## src/rtl/pulse_voice.sv

```systemverilog
// One square-wave synth voice: period timer, 8-step duty sequencer, volume and
// frame-clocked length counter, producing a registered 9-bit sample for the mixer.
module pulse_voice #(
  parameter int PERIOD_WIDTH = 11,
  parameter int MUTE_BELOW   = 8
) (
  input  logic                    i_clk,
  input  logic                    i_rst_n,
  input  logic [PERIOD_WIDTH-1:0] i_period,
  input  logic [1:0]              i_duty,
  input  logic [3:0]              i_volume,
  input  logic [7:0]              i_length,
  input  logic                    i_trigger,
  input  logic                    i_frame_pulse,
  output logic [8:0]              o_output,
  output logic                    o_active,
  output logic                    o_period_tick
);

  localparam logic [PERIOD_WIDTH-1:0] TIMER_ZERO = PERIOD_WIDTH'(0);
  localparam logic [PERIOD_WIDTH-1:0] TIMER_ONE  = PERIOD_WIDTH'(1);
  localparam logic [PERIOD_WIDTH-1:0] MUTE_LIMIT = PERIOD_WIDTH'(MUTE_BELOW);

  typedef enum logic [0:0] {
    ST_IDLE   = 1'b0,
    ST_ACTIVE = 1'b1
  } state_t;

  state_t                  state_r;
  state_t                  state_nxt_s;

  logic [PERIOD_WIDTH-1:0] timer_r;
  logic [PERIOD_WIDTH-1:0] timer_nxt_s;
  logic [2:0]              index_r;
  logic [2:0]              index_nxt_s;
  logic [7:0]              len_cnt_r;
  logic [7:0]              len_cnt_nxt_s;

  logic [PERIOD_WIDTH-1:0] period_r;
  logic [1:0]              duty_r;
  logic [3:0]              vol_r;
  logic [7:0]              length_r;

  logic                    active_s;
  logic                    expire_s;
  logic                    tick_nxt_s;
  logic [8:0]              sample_nxt_s;

  // Waveform shape: high on the last 1, 2, 4 or 6 of the 8 sequencer steps.
  function automatic logic duty_high(input logic [1:0] duty, input logic [2:0] idx);
    logic high;
    case (duty)
      2'b00:   high = (idx == 3'd7);
      2'b01:   high = (idx >= 3'd6);
      2'b10:   high = (idx >= 3'd4);
      2'b11:   high = (idx >= 3'd2);
      default: high = 1'b0;
    endcase
    return high;
  endfunction

  assign active_s = (state_r == ST_ACTIVE);
  // Only the decrement from 1 ends a note; sustain notes (length 0) never count.
  assign expire_s = i_frame_pulse && active_s && (length_r != 8'd0) && (len_cnt_r == 8'd1);

  // Voice state register.
  always_ff @(posedge i_clk) begin
    if (!i_rst_n) begin
      state_r <= ST_IDLE;
    end else begin
      state_r <= state_nxt_s;
    end
  end

  // Next state: a trigger always (re)starts the note and beats a same-cycle expiry.
  always_comb begin
    state_nxt_s = state_r;
    if (i_trigger) begin
      state_nxt_s = ST_ACTIVE;
    end else if (expire_s) begin
      state_nxt_s = ST_IDLE;
    end else begin
      state_nxt_s = state_r;
    end
  end

  // Next timer, step index, length count, tick and sample from the current state.
  always_comb begin
    timer_nxt_s   = timer_r;
    index_nxt_s   = index_r;
    len_cnt_nxt_s = len_cnt_r;
    tick_nxt_s    = 1'b0;
    if (i_trigger) begin
      timer_nxt_s   = i_period;
      index_nxt_s   = 3'd0;
      len_cnt_nxt_s = i_length;
    end else if (active_s) begin
      if (timer_r == TIMER_ZERO) begin
        timer_nxt_s = period_r;
        index_nxt_s = index_r + 3'd1;
        tick_nxt_s  = 1'b1;
      end else begin
        timer_nxt_s = timer_r - TIMER_ONE;
        index_nxt_s = index_r;
        tick_nxt_s  = 1'b0;
      end
      if (i_frame_pulse && (length_r != 8'd0)) begin
        len_cnt_nxt_s = len_cnt_r - 8'd1;
      end else begin
        len_cnt_nxt_s = len_cnt_r;
      end
    end else begin
      timer_nxt_s   = timer_r;
      index_nxt_s   = index_r;
      len_cnt_nxt_s = len_cnt_r;
    end

    // Periods below the guard are ultrasonic: keep counting but emit silence.
    if (active_s && duty_high(duty_r, index_r) && (period_r >= MUTE_LIMIT)) begin
      sample_nxt_s = {1'b0, vol_r, 4'b0000};
    end else begin
      sample_nxt_s = 9'd0;
    end
  end

  // Timer, step index and length counter registers.
  always_ff @(posedge i_clk) begin
    if (!i_rst_n) begin
      timer_r   <= TIMER_ZERO;
      index_r   <= 3'd0;
      len_cnt_r <= 8'd0;
    end else begin
      timer_r   <= timer_nxt_s;
      index_r   <= index_nxt_s;
      len_cnt_r <= len_cnt_nxt_s;
    end
  end

  // Note configuration, captured only on trigger.
  always_ff @(posedge i_clk) begin
    if (!i_rst_n) begin
      period_r <= TIMER_ZERO;
      duty_r   <= 2'b00;
      vol_r    <= 4'd0;
      length_r <= 8'd0;
    end else if (i_trigger) begin
      period_r <= i_period;
      duty_r   <= i_duty;
      vol_r    <= i_volume;
      length_r <= i_length;
    end else begin
      period_r <= period_r;
      duty_r   <= duty_r;
      vol_r    <= vol_r;
      length_r <= length_r;
    end
  end

  // Registered outputs, one clock behind the voice state.
  always_ff @(posedge i_clk) begin
    if (!i_rst_n) begin
      o_output      <= 9'd0;
      o_active      <= 1'b0;
      o_period_tick <= 1'b0;
    end else begin
      o_output      <= sample_nxt_s;
      o_active      <= active_s;
      o_period_tick <= tick_nxt_s;
    end
  end

endmodule

```

## config.mk

```make
export PLATFORM = sky130hd
export DESIGN_NAME = pulse_voice
export DESIGN_NICKNAME = d
export VERILOG_FILES = /design/src/rtl/pulse_voice.sv
export SDC_FILE = /design/constraint.sdc
export NUM_CORES = 1
export LEC_CHECK = 0
export CAP_MARGIN = 0
export CORE_AREA = 3 3 76 78
export CTS_CLUSTER_SIZE = 10
export DETAILED_ROUTE_END_ITERATION = 12
export DIE_AREA = 0 0 79 81
export PLACE_DENSITY = 0.73
export SYNTH_ARGS = -nofsm -noshare
export SYNTH_HDL_FRONTEND = slang
export SYNTH_SLANG_ARGS = --single-unit
```

## constraint.sdc

```tcl
create_clock -name i_clk -period 2.1 [get_ports i_clk]
set_clock_uncertainty 0.05 [all_clocks]
set_input_delay 0.42 -clock i_clk [delete_from_list [all_inputs] [get_ports i_clk]]
set_output_delay 0.42 -clock i_clk [all_outputs]
set_load 0.01 [all_outputs]
```

### Local utilization

8 x 8 tiles, from black (low) to pale yellow (high), 0 to 100% covered.
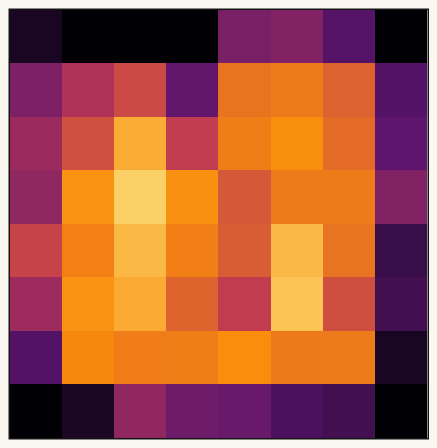
tiles over 75% full	17%
fullest tile	90%
mean over tiles	48%

### Selected gate families

Bar = 20 µm.
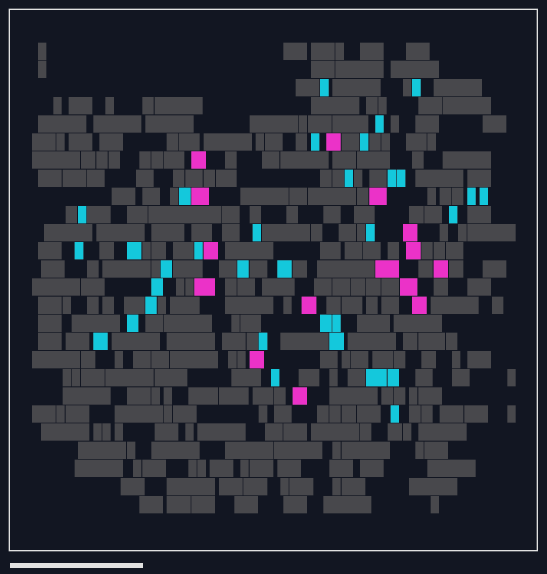
color	family	cells	most used
magenta	AND and OR gates	15	or2_2
cyan	NAND gates	33	nand2_1

### M3 wires

Bar = 20 µm.
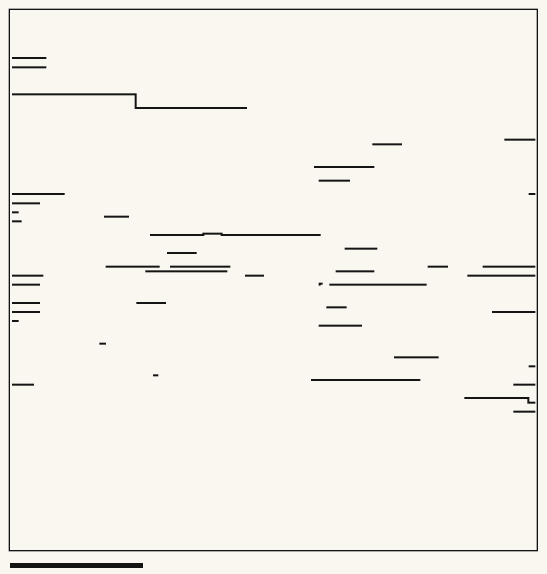
share of all routed wire	4.7%
longest straight run	18.4 µm

==> results.yml <==
# yosys + openroad results
detailed_routing:
  vias: 2204
  routed.top_layer: "met4"
  wl_met2_um: 2846
  route.detailed.drc: 0
  ant_nets: 0
sta:
  rsz0062_at_grt: "false"
  hold_viol: 0
  slew_viol_final: 0
  max_freq_mhz: 515.3
hold_path:
  hp-class: "flip-flop to flip-flop"
  hp-start: "vol_r[3]$_SDFFE_PN0P_"
worst_setup_path:
  arrival_ns: 2.15
  cp_max_fo: 7
  crit_chain: "or4_1 > or4_1 > a31oi_1 > o221a_2"
  crit_end: "timer_r[7]$_SDFFE_PN0P_"
  reg2reg_slack_ns: 0.16
  end_kind: "flip-flop"
  worstReg2RegStart: "timer_r[2]$_SDFFE_PN0P_"
  reg2reg_to: "timer_r[7]$_SDFFE_PN0P_"
clocking:
  worst_skew_pair.late_latency_ns: 0.31
  cts_tree: "built"
  cts_root_buf: "clkbuf_8"
  cts_setup_buffers: 0
  cts.sinks: 54
  htreeDepth: 2
  clk_pin_slew_ns: 0.09
  cts_buffers: 5
power:
  top_power_group: "registers"
  power-per-cell-area_nw_per_um2: 714.9
  switching_share: 0.2660
  power.leakage_nw: 1.300
  p_clk_frac: 0.304
  comb_power_w: 0.000415
finish:
  clock_area_frac: 0.03458
  sh_comb_area: 0.4281
  n_clock_buffer: 5
  fillers: 485
  buf_share: 0.1494
  drive_gt1_frac: 0.1114
  fin_cells: 411
  logic_gates: 213
  lay_top_count: "dfxtp_1"
  inv_count: 14
  layout_top_cells: "dfxtp_1 (54), nor2_1 (39), clkdlybuf4s50_1 (33), mux2i_1 (26), nand2_1 (20)"
  nNetsFinal: 375
yosys:
  async_reset_ff_frac: 0
  ys_sh_xor: 0.02064
  synth-edff-count: 0
  ys_seq_elements: 54
  topCellsByArea: "dfxtp_1 (42%), mux2i_1 (10%), nor2_1 (5.7%), a21oi_1 (3.3%), o21ai_0 (3.1%)"
  aoi_share: 0.1656
  netlist_top_cells_count: "dfxtp_1 (54), nor2_1 (39), mux2i_1 (26)"
  ys_top_logic_family: "simple AND/OR/NAND/NOR gates"
  synth.cellmix.simpleShare: 0.1995
floorplan:
  die-height_um: 81
  chipArea_um2: 6399
  nWellTaps: 70
  io_pins: 40
global_routing:
  grt_pass1_vias: 2257
  grt_max_degree: 19
  grt_pass1_wl_um: 10150
  track_usage: 0.1963
  met2_usage: 0.3392
outcome:
  status: "completed"
place:
  gp_congestion: 0.8948
  placed_cells: 403
### Cell placement

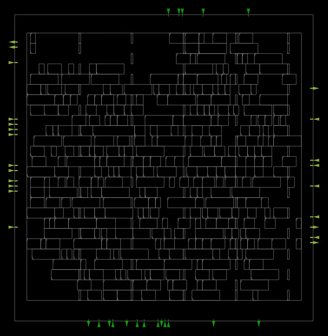
Core Area: 5140 µm²
final core utilization: 0.6125
Site Rows: 26
sequential share of cell area: 0.3434

### Wires at chosen ports, followed through buffers

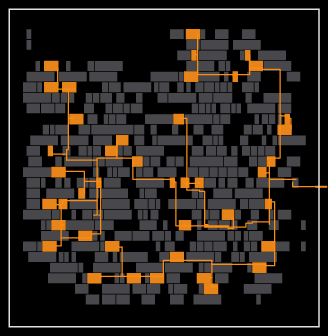
color	port	bits	direction	end cells	buffers	wire
orange	`i_trigger`	1	input	42	4	427 µm

==> logic make-up after synthesis <==
logic type,count (synthesis)
AND/OR/NAND/NOR,104
AND-OR/OR-AND,66
flip-flops,54
buffers and inverters,33
multiplexers,26
adder cells (fa/ha/maj),6
XOR/XNOR,6
other,1
==> critical path, delay by kind of cell (launching register included) <==
| kind | cells | cell delay, ns |
|---|---|---|
| DFF | 1 | 0.41 |
| AOI/OAI and AO/OA | 2 | 0.36 |
| and+or+nand+nor | 2 | 1.06 |
==> stage by stage <==
step                      setup WS [ns]  hold slack, ns  area [µm²]
after floorplan                  0.2419          0.3577        2561
after global placement           0.1849          0.3657        3028
after detailed placement         0.1153          0.3704        3028
after CTS                       0.07797          0.3848        3137
after global routing            0.08113          0.4037        3148
final                            0.1594          0.3819        3148
No activity file was given, so power comes from the tool's default toggle rates.
